Fig. 1: run 1, clock network drawn from the DEF
Scale bar: 20 microns.
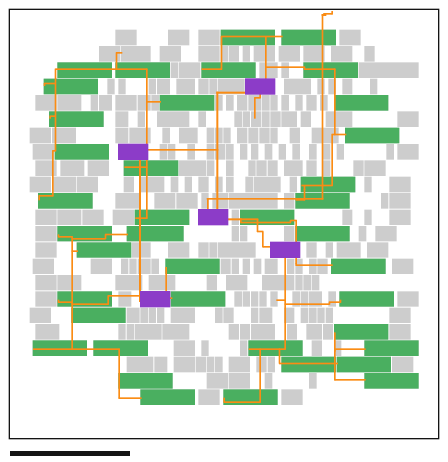
Fig. 2: run 1, gate-type map
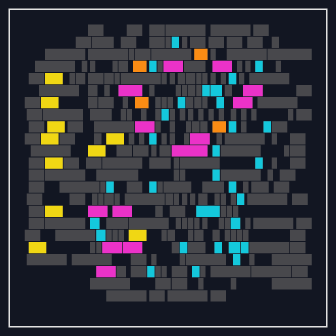
Fig. 3: run 1, sequential cells grouped by signal name
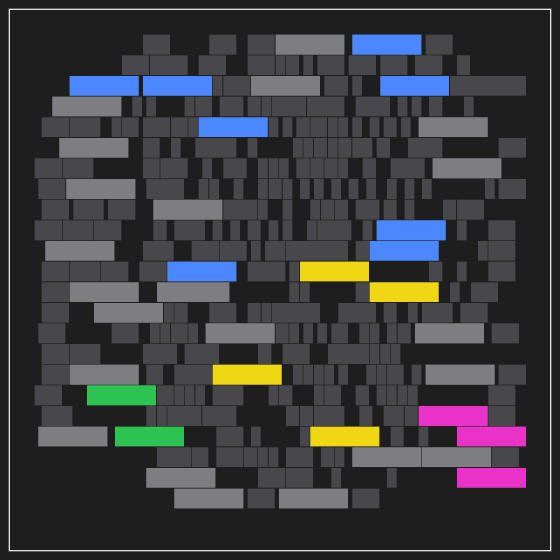
Fig. 4: run 1, placement by cell class
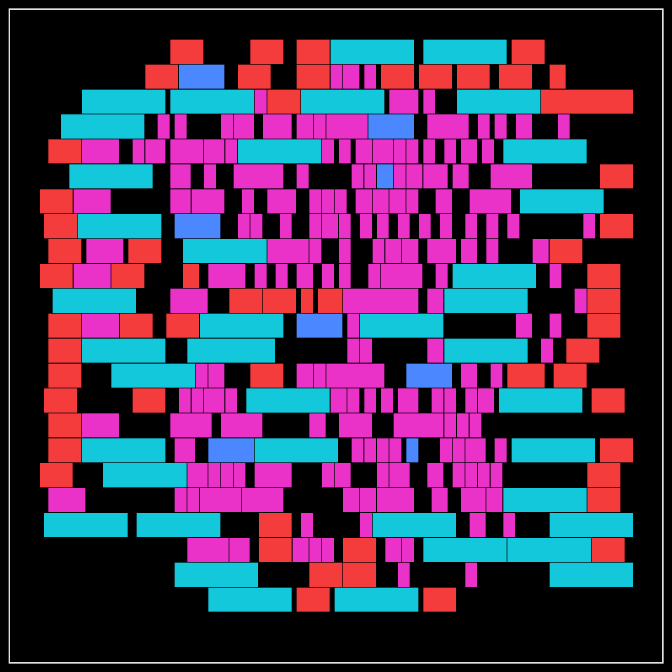
## config.mk

```make
export PLATFORM = sky130hd
export DESIGN_NAME = picomips_ctrl
export DESIGN_NICKNAME = d
export VERILOG_FILES = /design/src/rtl/picomips_ctrl.sv
export SDC_FILE = /design/constraint.sdc
export NUM_CORES = 1
export LEC_CHECK = 0
export ABC_AREA = 1
export ABC_CLOCK_PERIOD_IN_PS = 2550
export CAP_MARGIN = 15
export CORE_MARGIN = 3
export CORE_UTILIZATION = 48
export DETAILED_ROUTE_END_ITERATION = 10
export GPL_TIMING_DRIVEN = 0
export PLACE_DENSITY = 0.79
export SLEW_MARGIN = 20
export SYNTH_ARGS = -nofsm -noshare
export SYNTH_HDL_FRONTEND = slang
export SYNTH_SLANG_ARGS = --single-unit
```

## constraint.sdc

```tcl
create_clock -name clk -period 2.55 [get_ports clk]
set_input_delay 0.3825 -clock clk [delete_from_list [all_inputs] [get_ports clk]]
set_output_delay 0.3825 -clock clk [all_outputs]
set_load 0.01 [all_outputs]
```

## src/rtl/picomips_ctrl.sv

```systemverilog
// picoMIPS multi-cycle instruction controller: fetch handshake, decode, ALU control, flag register, branches.
// Build option: define PICO_MUL_EN to decode opcodes 9/10 as MUL; otherwise they retire as NOP and flag illegal_op.
//
// state  | meaning
// FETCH  | imem_req high, wait for imem_valid, capture the instruction word
// DECODE | rd_addr/rs_addr/imm driven for the register-file read
// EXEC   | ALU control, reg_we pulse, flag register and pc update
// HALT   | absorbing; only nReset leaves

module picomips_ctrl #(
   parameter int n = 8,
   localparam int IW = n + 10
) (
   input  logic          clk,
   input  logic          nReset,
   output logic          imem_req,
   output logic [n-1:0]  imem_addr,
   input  logic          imem_valid,
   input  logic [IW-1:0] imem_data,
   input  logic [3:0]    alu_flags,
   output logic [2:0]    alu_func,
   output logic [2:0]    rd_addr,
   output logic [2:0]    rs_addr,
   output logic [n-1:0]  imm,
   output logic          b_sel_imm,
   output logic          reg_we,
   output logic          halted,
   output logic          illegal_op
);

   localparam logic [2:0] RA = 3'd0, RB = 3'd1, RADD = 3'd2, RSUB = 3'd3;
   localparam logic [2:0] RAND = 3'd4, ROR = 3'd5, RXOR = 3'd6, MUL = 3'd7;

   typedef enum logic [1:0] {S_FETCH, S_DECODE, S_EXEC, S_HALT} state_t;

   state_t       state, state_nxt;
   logic [n-1:0] pc, pc_nxt;
   logic [3:0]   flags, flags_nxt;
   logic [3:0]   op, op_nxt;
   logic [2:0]   alu_func_nxt, rd_nxt, rs_nxt;
   logic [n-1:0] imm_nxt;
   logic         imem_req_nxt, b_sel_nxt, reg_we_nxt, halted_nxt, illegal_nxt;
   logic         taken;

   function automatic logic writes_flags(input logic [3:0] o);
`ifdef PICO_MUL_EN
      return (o >= 4'd2) && (o <= 4'd10);
`else
      return (o >= 4'd2) && (o <= 4'd8);
`endif
   endfunction

   assign imem_addr = pc;

   always_ff @(posedge clk or negedge nReset) begin
      if (!nReset) begin
         state      <= S_FETCH;
         pc         <= '0;
         flags      <= '0;
         op         <= '0;
         imem_req   <= 1'b1;
         alu_func   <= RA;
         rd_addr    <= '0;
         rs_addr    <= '0;
         imm        <= '0;
         b_sel_imm  <= 1'b0;
         reg_we     <= 1'b0;
         halted     <= 1'b0;
         illegal_op <= 1'b0;
      end else begin
         state      <= state_nxt;
         pc         <= pc_nxt;
         flags      <= flags_nxt;
         op         <= op_nxt;
         imem_req   <= imem_req_nxt;
         alu_func   <= alu_func_nxt;
         rd_addr    <= rd_nxt;
         rs_addr    <= rs_nxt;
         imm        <= imm_nxt;
         b_sel_imm  <= b_sel_nxt;
         reg_we     <= reg_we_nxt;
         halted     <= halted_nxt;
         illegal_op <= illegal_nxt;
      end
   end

   // Outputs are computed for the state being entered, so every output is a flop.
   always_comb begin
      state_nxt    = state;
      pc_nxt       = pc;
      flags_nxt    = flags;
      op_nxt       = op;
      rd_nxt       = rd_addr;
      rs_nxt       = rs_addr;
      imm_nxt      = imm;
      imem_req_nxt = 1'b0;
      alu_func_nxt = RA;
      b_sel_nxt    = 1'b0;
      reg_we_nxt   = 1'b0;
      halted_nxt   = 1'b0;
      illegal_nxt  = 1'b0;
      taken        = 1'b0;
      case (state)
         S_FETCH: begin
            imem_req_nxt = 1'b1;
            if (imem_valid) begin
               op_nxt       = imem_data[IW-1 -: 4];
               rd_nxt       = imem_data[IW-5 -: 3];
               rs_nxt       = imem_data[IW-8 -: 3];
               imm_nxt      = imem_data[n-1:0];
               imem_req_nxt = 1'b0;
               state_nxt    = S_DECODE;
            end
         end
         S_DECODE: begin
            state_nxt = S_EXEC;
            case (op)
               4'd1:  begin alu_func_nxt = RB;   b_sel_nxt = 1'b1; reg_we_nxt = 1'b1; end
               4'd2:  begin alu_func_nxt = RADD; reg_we_nxt = 1'b1; end
               4'd3:  begin alu_func_nxt = RADD; b_sel_nxt = 1'b1; reg_we_nxt = 1'b1; end
               4'd4:  begin alu_func_nxt = RSUB; reg_we_nxt = 1'b1; end
               4'd5:  begin alu_func_nxt = RSUB; b_sel_nxt = 1'b1; reg_we_nxt = 1'b1; end
               4'd6:  begin alu_func_nxt = RAND; reg_we_nxt = 1'b1; end
               4'd7:  begin alu_func_nxt = ROR;  reg_we_nxt = 1'b1; end
               4'd8:  begin alu_func_nxt = RXOR; reg_we_nxt = 1'b1; end
`ifdef PICO_MUL_EN
               4'd9:  begin alu_func_nxt = MUL;  reg_we_nxt = 1'b1; end
               4'd10: begin alu_func_nxt = MUL;  b_sel_nxt = 1'b1; reg_we_nxt = 1'b1; end
`else
               4'd9, 4'd10: illegal_nxt = 1'b1;
`endif
               default: ;
            endcase
         end
         S_EXEC: begin
            state_nxt    = S_FETCH;
            imem_req_nxt = 1'b1;
            if (writes_flags(op)) flags_nxt = alu_flags;
            case (op)
               4'd11:   taken = flags[1];
               4'd12:   taken = ~flags[1];
               4'd13:   taken = flags[0];
               4'd14:   taken = flags[2];
               default: taken = 1'b0;
            endcase
            pc_nxt = taken ? pc + imm : pc + 1'b1;
            if (op == 4'd15) begin
               state_nxt    = S_HALT;
               pc_nxt       = pc;
               imem_req_nxt = 1'b0;
               halted_nxt   = 1'b1;
            end
         end
         S_HALT: halted_nxt = 1'b1;
         default: state_nxt = S_FETCH;
      endcase
   end

endmodule

```

==> results_slide.txt, run 1 <==
Physical Implementation Snapshot

Setup path
  – CP max stage delay: 0.37 ns
  – Worst-path cell chain: buf_6 -> inv_1 -> nand3_1 -> nand2_1 -> nand2_1 -> nand3_4 -> inv_4 -> or2_1 -> ha_2 -> inv_1 -> fa_2 -> inv_1 -> nand4_1 -> nand3_1 -> xor2_1 -> nand2_1 -> nand2_1
  – Reg-to-Reg Start: op[1]
  – R2r endpoint: imem_addr[6]
  – Max FO, Critical Path: 8
  – Worst Setup Path Type: reg2reg
  – Slowest stage cell, crit path: fa_2

Power
  – Combinational fraction of design power: 53.6%
  – Sequential power: 1.09 mW
  – Sw frac: 40.2%
  – Top power consumer group: combinational cells
  – Comb pwr: 1.75 mW

Cells and area
  – Buffer share of cell area: 21.0%
  – Ant. Diodes: 0
  – Fillers: 342
  – Total Nets Final: 327

Worst hold path
  – Hold WC Path Type: in2async

Clock network
  – TritonCTS Buffers: 5
  – Clk buf depth: 2
  – Post-CTS sizing: 0
  – Setup repair bufs after CTS: 0
  – CTS root buffer: clkbuf_8

Final timing
  – Fin Hold WS: -0.000117 ns
  – Final WS setup: 0.171 ns
  – Max Clk Rate: 0.420 GHz
  – Min cycle time layout: 2.38 ns
  – Final Hold Violation Tally: 1
  – Fin. max-slew vios: 0

Floorplanning
  – Die Height: 71.2 microns
  – # IOs: 55

Status
  – Failing checks: negative hold slack
  – Status: finished, violations left

Place
  – Placer Congestion: 0.914
  – Placed cell areas: 0.00266 sq mm

Synthesis
  – Simple-Gate Fraction of Synth Area: 19.7%
  – Post-synth ARST share: 100%
  – # Cells Yosys: 228
  – Floorplan Nets: 266
  – Syn Inst Count: 228
  – AO/OA Area Share: 8.28%
  – Ys Warns: 0
  – Synthesized cell area: 0.00204 sq mm
  – Most common cell in the netlist: nand2_1
  – Unique cell types: 31

Global routing
  – Gr usage total: 19.2%
  – Vias in the first global route: 1739

Routing
  – Drt total wl: 4.35 mm
  – Met2 WL: 2.04 mm
  – Post-route ant nets: 0
About Fig. 1:
[purple] cells driving clock nets | count: 5
[orange] clock wires | length: 489 microns
[green] flip-flops | count: 39
flops lie: all over the die
routed clock nets: 6

About Fig. 2:
[magenta] adder and majority cells | cells: 13 | most used: ha_1
[orange] XOR/XNOR gates | cells: 4 | most used: xor2_1 | where: north
[cyan] inverting AOI/OAI gates | cells: 30 | most used: a21oi_1
[yellow] multiplexers | cells: 10 | most used: mux2_2
combinational fraction of the cell area: 32.7%
Finished Layout Cells: 340
top logic cell by instance count in the layout: clkdlybuf4s50_1

About Fig. 3:
[magenta] alu_func | flops: 3
[blue] imem_addr | flops: 8
[yellow] op | flops: 4 | where: centre
[green] state | flops: 2
not coloured: 22
sequential standard cell area: 977 sq um
Final Util: 68.1%
Seq area share: 35.4%

About Fig. 4:
[red] other buffers and delay cells | cells: 58 | share of their area: 22%
[blue] clock drivers and dummy loads | cells: 8 | share of their area: 3.4%
[cyan] flops | cells: 39 | share of their area: 36%
[magenta] all other logic | cells: 185 | share of their area: 39%
FP Rows: 23
Core Box Area: 0.00406 sq mm
post-route cell area: 0.00276 sq mm

==> inputs of run 2 (changes only) <==
ABC_CLOCK_PERIOD_IN_PS = 2480   (was 2550)
clock period = 2.48 ns   (was 2.55 ns; I/O delays follow)
Fig. 5: run 2, sequential cells grouped by signal name
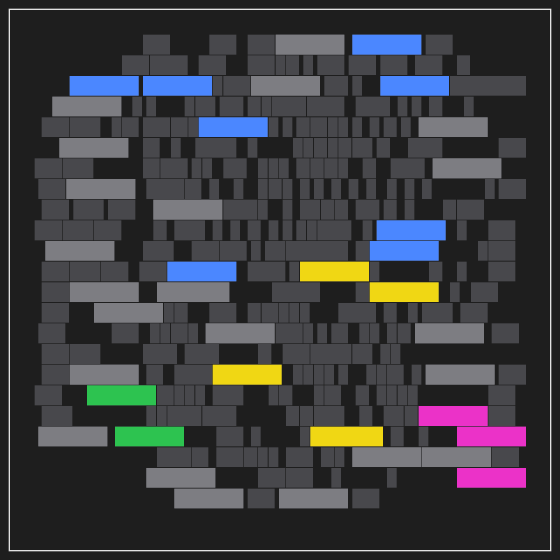
sequential standard cell area: 978 sq um
sequential power: 1.13 mW
Final Util: 68.9%
Seq area share: 35.0%

==> run 2 against run 1 <==
  * The run still ends with negative hold slack left
  * Sequential power up 4%
  * Clock-buffer cell count unchanged
  * Critical path depth down 1
  * Largest cell class unchanged
==> results_slide.txt, run 2 <==
Physical Implementation Snapshot

Cells and area
  – Ant. Diodes: 0 (unchanged)
  – Finished Layout Cells: 343 (+0.88%)
  – Fillers: 334 (-2.3%)
  – Top logic cell by instance count in the layout: clkdlybuf4s50_1
  – Buffer share of cell area: 21.6% (+0.57 points)
  – Combinational fraction of the cell area: 32.6% (-0.097 points)
  – Total Nets Final: 330 (+0.92%)

Floorplanning
  – Die Height: 71.2 microns (unchanged)
  – # IOs: 55 (unchanged)
  – Core Box Area: 0.00406 sq mm (unchanged)
  – FP Rows: 23 (unchanged)

Synthesis
  – Floorplan Nets: 266 (unchanged)
  – Simple-Gate Fraction of Synth Area: 19.7% (unchanged)
  – Most common cell in the netlist: nand2_1
  – Unique cell types: 31 (unchanged)
  – Synthesized cell area: 0.00204 sq mm (unchanged)
  – # Cells Yosys: 228 (unchanged)

Routing
  – Post-route ant nets: 0 (unchanged)
  – Drt total wl: 4.39 mm (+0.85%)
  – Met2 WL: 2.06 mm (+0.73%)

Power
  – Sw frac: 40.1% (-0.11 points)
  – Comb pwr: 1.86 mW (+6%)
  – Top power consumer group: combinational cells

Final timing
  – Fin. max-slew vios: 0 (unchanged)
  – Final Hold Violation Tally: 15 (+14)
  – Min cycle time layout: 2.32 ns (-0.0582 ns)
  – Fin Hold WS: -0.00935 ns (-0.00923 ns)

Global routing
  – Vias in the first global route: 1739 (unchanged)
  – Gr usage total: 19.2% (unchanged)

Place
  – Placer Congestion: 0.914 (unchanged)
  – Placed cell areas: 0.00266 sq mm (unchanged)

Clock network
  – TritonCTS Buffers: 5 (unchanged)
  – Post-CTS sizing: 0 (unchanged)
  – CTS root buffer: clkbuf_8
  – Setup repair bufs after CTS: 0 (unchanged)
  – Clk buf depth: 2 (unchanged)

Setup path
  – CP max stage delay: 0.42 ns (+0.05 ns)
  – Worst Setup Path Type: reg2reg
  – Worst-path cell chain: buf_6 -> nand2_1 -> inv_1 -> nand3_2 -> nand3_4 -> inv_4 -> or2_1 -> ha_2 -> inv_1 -> fa_2 -> inv_1 -> nand4_1 -> nand3_1 -> xor2_1 -> nand2_1 -> nand2_1
  – Slowest stage cell, crit path: fa_2
  – R2r endpoint: imem_addr[6]
  – Reg-to-Reg Start: op[1]

Worst hold path
  – Hold WC Path Type: in2async

Status
  – Failing checks: negative hold slack
  – Status: finished, violations left
==> inputs of run 3 (changes only) <==
HOLD_SLACK_MARGIN = 0.12   (was not set)
SLEW_MARGIN = 30   (was 20)
Fig. 6: run 3, clock nets
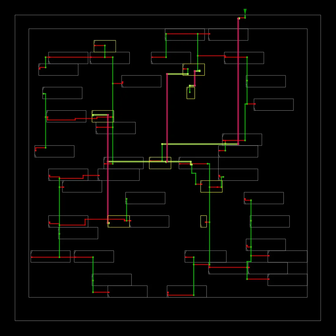
Clk. pwr: 0.436 mW
CLK BUF: 7
flop count: 39
Sink Count: 39

==> run 3 against run 2 <==
  * The run now ends clean
  * Combinational power is essentially flat
  * Clock skew shrank 0.0011 ns
  * Global-route usage is essentially flat
  * Non-clock buffer count grew 1
  * Worst setup slack gained 0.0069 ns
  * Critical path type unchanged
  * Critical path depth is the same
  * Highest routed layer unchanged
==> results_slide.txt, run 3 <==
Physical Implementation Snapshot

Setup path
  – Worst-path cell chain: buf_6 -> nand2_1 -> inv_1 -> nand3_2 -> nand3_4 -> inv_4 -> or2_1 -> ha_2 -> inv_1 -> fa_2 -> inv_1 -> nand4_1 -> nand3_1 -> xor2_1 -> nand2_1 -> nand2_1
  – Worst Setup Path Type: reg2reg
  – R2r endpoint: imem_addr[6]
  – Slowest stage cell, crit path: fa_2
  – CP max stage delay: 0.42 ns (about the same)

Floorplanning
  – Core Box Area: 0.00406 sq mm (unchanged)
  – FP Rows: 23 (unchanged)
  – Die Height: 71.2 microns (unchanged)

Final timing
  – Fin. max-slew vios: 0 (unchanged)
  – Fin Hold WS: 0.505 ns (+0.515 ns)
  – Final Hold Violation Tally: 0 (-15)
  – Min cycle time layout: 2.31 ns (-0.00687 ns)

Cells and area
  – Seq area share: 34.9% (-0.13 points)
  – Finished Layout Cells: 344 (+0.29%)
  – Sequential standard cell area: 978 sq um (unchanged)
  – Ant. Diodes: 0 (unchanged)
  – Final Util: 69.1% (+0.25 points)
  – Fillers: 333 (-0.30%)

Status
  – Status: completed

Power
  – Sequential power: 1.13 mW (about the same)
  – Sw frac: 40.1% (about the same)

Routing
  – Met2 WL: 2.06 mm (about the same)

Synthesis
  – # Cells Yosys: 228 (unchanged)

Place
  – Placer Congestion: 0.914 (unchanged)
Power and IR drop assume default switching activity.
